--- config.mk ---
export PLATFORM = sky130hd
export DESIGN_NAME = clint
export DESIGN_NICKNAME = d
export VERILOG_FILES = /design/src/rtl/clint.sv
export SDC_FILE = /design/constraint.sdc
export NUM_CORES = 1
export LEC_CHECK = 0
export CAP_MARGIN = 20
export CORE_UTILIZATION = 53
export CTS_BUF_LIST = sky130_fd_sc_hd__clkbuf_16
export DETAILED_ROUTE_END_ITERATION = 6
export PLACE_DENSITY_LB_ADDON = 0.15
export SKIP_LAST_GASP = 1
export SYNTH_ARGS = -nofsm -noshare
export SYNTH_HDL_FRONTEND = slang
export SYNTH_SLANG_ARGS = --single-unit
--- constraint.sdc ---
create_clock -name clk_i -period 2.45 [get_ports clk_i]
set_input_delay 0.6125 -clock clk_i [delete_from_list [all_inputs] [get_ports clk_i]]
set_output_delay 0.6125 -clock clk_i [all_outputs]
set_load 0.01 [all_outputs]
--- src/rtl/clint.sv ---
// Core-local interruptor: msip, 64-bit mtime/mtimecmp and timer interrupt.
// Optional mtime prescaler is compiled in with CLINT_PRESCALER_EN.
module clint #(
    parameter int unsigned TickDiv   = 10,
    parameter logic        MsipReset = 1'b0
) (
    input  logic        clk_i,
    input  logic        rst_i,
    input  logic        req_valid_i,
    output logic        req_ready_o,
    input  logic        req_we_i,
    input  logic [15:0] req_addr_i,
    input  logic [31:0] req_wdata_i,
    output logic        rsp_valid_o,
    input  logic        rsp_ready_i,
    output logic [31:0] rsp_rdata_o,
    output logic        msip_o,
    output logic        mtip_o
);

    localparam logic [13:0] AddrMsip  = 14'h0000;
    localparam logic [13:0] AddrCmpLo = 14'h1000;
    localparam logic [13:0] AddrCmpHi = 14'h1001;
    localparam logic [13:0] AddrMtLo  = 14'h2FFE;
    localparam logic [13:0] AddrMtHi  = 14'h2FFF;

    logic        msip_q, msip_d;
    logic        mtip_q, mtip_d;
    logic [63:0] mtime_q, mtime_d;
    logic [63:0] mtcmp_q, mtcmp_d;
    logic        rsp_valid_q, rsp_valid_d;
    logic [31:0] rsp_rdata_q, rsp_rdata_d;

    logic        accept;
    logic        wr;
    logic        tick;
    logic [13:0] word_addr;
    logic        sel_msip, sel_cmp_lo, sel_cmp_hi, sel_mt_lo, sel_mt_hi;
    logic [31:0] rd_mux;
    logic        unused_addr;

    assign word_addr   = req_addr_i[15:2];
    assign unused_addr = ^req_addr_i[1:0];

    assign req_ready_o = !rsp_valid_q || rsp_ready_i;
    assign accept      = req_valid_i && req_ready_o;
    assign wr          = accept && req_we_i;

`ifdef CLINT_PRESCALER_EN
    localparam int unsigned PW = (TickDiv > 1) ? $clog2(TickDiv) : 1;
    localparam logic [PW-1:0] PrescMax = PW'(TickDiv - 1);

    logic [PW-1:0] presc_q, presc_d;

    // mtime ticks on the cycle the prescaler wraps back to zero
    assign tick    = (presc_q == PrescMax);
    assign presc_d = tick ? '0 : presc_q + PW'(1);

    always_ff @(posedge clk_i) begin
        if (rst_i) begin
            presc_q <= '0;
        end else begin
            presc_q <= presc_d;
        end
    end
`else
    logic unused_tickdiv;

    assign unused_tickdiv = ^TickDiv;
    assign tick           = 1'b1;
`endif

    always_comb begin
        sel_msip   = 1'b0;
        sel_cmp_lo = 1'b0;
        sel_cmp_hi = 1'b0;
        sel_mt_lo  = 1'b0;
        sel_mt_hi  = 1'b0;
        rd_mux     = '0;
        case (word_addr)
            AddrMsip: begin
                sel_msip = 1'b1;
                rd_mux   = {31'b0, msip_q};
            end
            AddrCmpLo: begin
                sel_cmp_lo = 1'b1;
                rd_mux     = mtcmp_q[31:0];
            end
            AddrCmpHi: begin
                sel_cmp_hi = 1'b1;
                rd_mux     = mtcmp_q[63:32];
            end
            AddrMtLo: begin
                sel_mt_lo = 1'b1;
                rd_mux    = mtime_q[31:0];
            end
            AddrMtHi: begin
                sel_mt_hi = 1'b1;
                rd_mux    = mtime_q[63:32];
            end
            default: ;
        endcase
    end

    // A write to either half wins over the increment in the same cycle
    always_comb begin
        mtime_d = tick ? mtime_q + 64'd1 : mtime_q;
        if (wr && sel_mt_lo) begin
            mtime_d = {mtime_q[63:32], req_wdata_i};
        end
        if (wr && sel_mt_hi) begin
            mtime_d = {req_wdata_i, mtime_q[31:0]};
        end
    end

    always_comb begin
        mtcmp_d = mtcmp_q;
        if (wr && sel_cmp_lo) begin
            mtcmp_d = {mtcmp_q[63:32], req_wdata_i};
        end
        if (wr && sel_cmp_hi) begin
            mtcmp_d = {req_wdata_i, mtcmp_q[31:0]};
        end
    end

    always_comb begin
        msip_d = msip_q;
        if (wr && sel_msip) begin
            msip_d = req_wdata_i[0];
        end
    end

    assign mtip_d = (mtime_q >= mtcmp_q);

    always_comb begin
        rsp_valid_d = rsp_valid_q;
        rsp_rdata_d = rsp_rdata_q;
        if (accept) begin
            rsp_valid_d = 1'b1;
            rsp_rdata_d = req_we_i ? 32'h0 : rd_mux;
        end else if (rsp_ready_i) begin
            rsp_valid_d = 1'b0;
        end
    end

    always_ff @(posedge clk_i) begin
        if (rst_i) begin
            msip_q      <= MsipReset;
            mtip_q      <= 1'b0;
            mtime_q     <= '0;
            mtcmp_q     <= '1;
            rsp_valid_q <= 1'b0;
            rsp_rdata_q <= '0;
        end else begin
            msip_q      <= msip_d;
            mtip_q      <= mtip_d;
            mtime_q     <= mtime_d;
            mtcmp_q     <= mtcmp_d;
            rsp_valid_q <= rsp_valid_d;
            rsp_rdata_q <= rsp_rdata_d;
        end
    end

    assign rsp_valid_o = rsp_valid_q;
    assign rsp_rdata_o = rsp_rdata_q;
    assign msip_o      = msip_q;
    assign mtip_o      = mtip_q;

endmodule

I/O pins on the die edge:
Pins as bars across the die edge, other pins in gray.
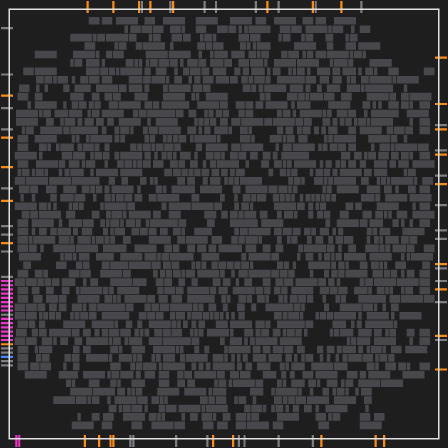
- rsp_valid_o: blue (pins 1; direction output; edge west)
- rsp_rdata_o: orange (pins 32; direction output; edge 9 south, 9 east, 8 north, 6 west)
- req_addr_i: magenta (pins 16; direction input; edge 14 west, 2 south)

Clock wires, drivers and flops:
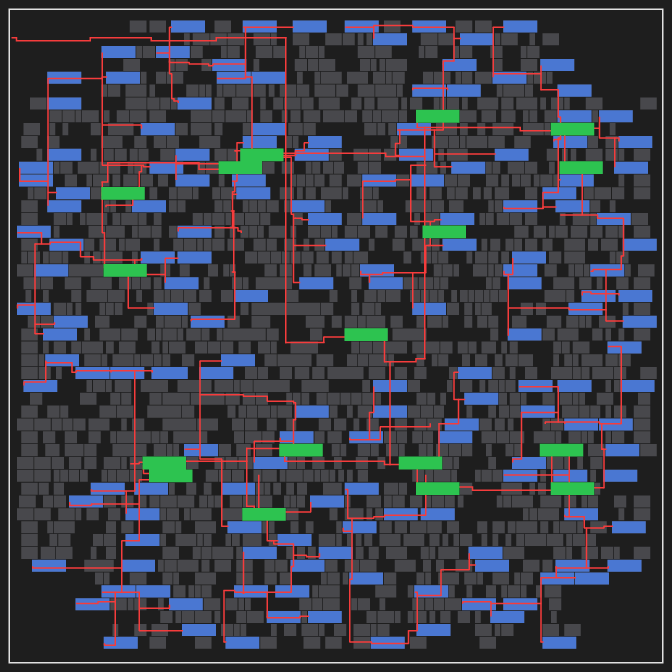
- clock drivers: green (count 17)
- flip-flops: blue (count 163)
- clock wires: red (length 2110 µm)
- flops lie: spread over the die
- routed clock nets: 18
clock network fraction of total power: 43.6%
Setup Skew: 0.009339 ns
clk ins delay skew pair: 0.43 ns

Signal wires on met4:
Scale bar: 50 µm.
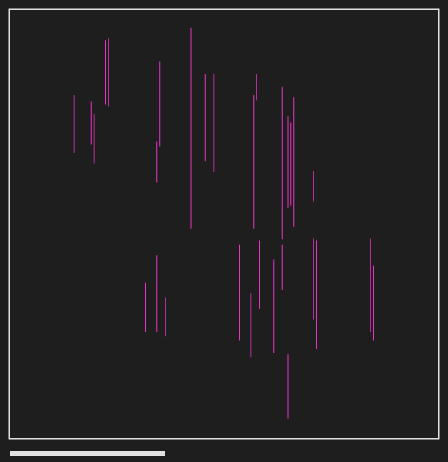
- nets with wire on the layer: 28
- main direction: vertical
- share of all routed wire: 2.6%
- wire length on this layer: 764 µm

Sizing map:
Scale bar: 50 µm.
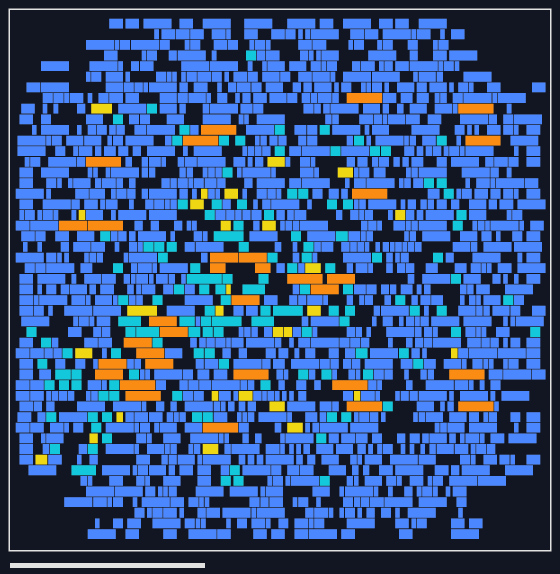
- _0 and _1 cells: blue (cells 1171; share 86%)
- _3 and _4 cells: cyan (cells 129; share 9.5%)
- _2 cells: yellow (cells 28; share 2.1%)
- _6 and larger: orange (cells 32; share 2.4%)
setup ws final: 0.05685 ns
Layout area overhead: 25.01%
design area: 0.01228 mm²
Signal buffers: 211

==> flow_metrics.tcl <==
# implementation run metrics
set metrics [dict create \
    status "finished, violations left" \
    violations "DRC" \
    buf_share_pct 16.02 \
    largest_class "multi-input combinational cells" \
    comb_cells 882 \
    p_per_area_mw_per_mm2 439.1 \
    finalNonFillerCells 1589 \
    worstPathArrival_ns 2.69 \
    ioPinCount 89 \
    synthFlopType "dfxtp_1" \
    clock_power_mw 2.35 \
    period_minus_slack_ns 2.393 \
    startpoint "mtime_q[0]$_SDFFE_PP0N_" \
    path_cells "inv_1 > ha_1 > nand2b_1 > a2111o_1 > a221oi_2 > buf_4 > o21ai_0 > a31oi_1 > o21bai_1" \
    numPortBuffers 86 \
    n_tap_cell 229 \
    maxSlewViolCount 0 \
    num_vias 9830 \
    clock_cell_area_share_pct 4.087 \
    route.detailed.drc 12 \
    cts_resized 3 \
    flop-count 163 \
    seqPwrFrac_pct 49.4 \
    top_cell_area_share_pct 33.23 \
    seq_area_mm2 0.003264 \
    floorplan.core_util_pct 54.29 \
    r2r_slack_ns 0.06 \
    path_buffers 2 \
    via_per_inst 6.186 \
    cts_sinks 163 \
    worstRegToRegCells 9 \
    gp_congestion 0.9117 \
    finalClockPeriodUsage_pct 97.68 \
    design.core.area_mm2 0.01809 \
    clock_buffers 17 \
    whs_endpoint "rsp_rdata_o[0]$_SDFFE_PP0P_" \
    cts-root-buf "clkbuf_16" \
    hold_depth 2 \
    ys_sh_adder_pct 8.282 \
    edf_count 0 \
    power_leader "sequential cells" \
    path_depth 9 \
    combGateArea_mm2 0.005982 \
    cts_buffers 17 \
    warning_count 30 \
    met3_usage_pct 5.785 \
    max_slew.worst_pin.slew_ns 0.6710 \
    placedCellCount 1558 \
    compound_area_share_pct 22.41 \
    r2r_start "mtime_q[0]$_SDFFE_PP0N_" \
    avgSynthCellArea_um2 8.169 \
    r2r-end "mtip_o$_SDFF_PP0_" \
    grt_start_max_net_pins 49 \
    setup.worst_path.end "mtip_o$_SDFF_PP0_" \
    ys.flops 163 \
    setup.worst_path.end_class "register" \
    ys_seq_share_pct 33.23 \
    antenna_left 0 \
    synth_area_leader_cell "dfxtp_1" \
    seq_area_share_pct 26.59 \
    p_int_mw 4.079 \
    dr_wl_met3_um 2377 \
    cts_buffer_depth 2 \
    drt_iter0_drc 697 \
    hold_ws_ns 0.4569 \
    firstDrtPassIters 7 \
    pre_cts_slack_ns -0.5078 \
    postCtsHoldBufs 0 \
    die_h_um 138.1 \
]
No activity file was given, so power comes from the tool's default toggle rates.
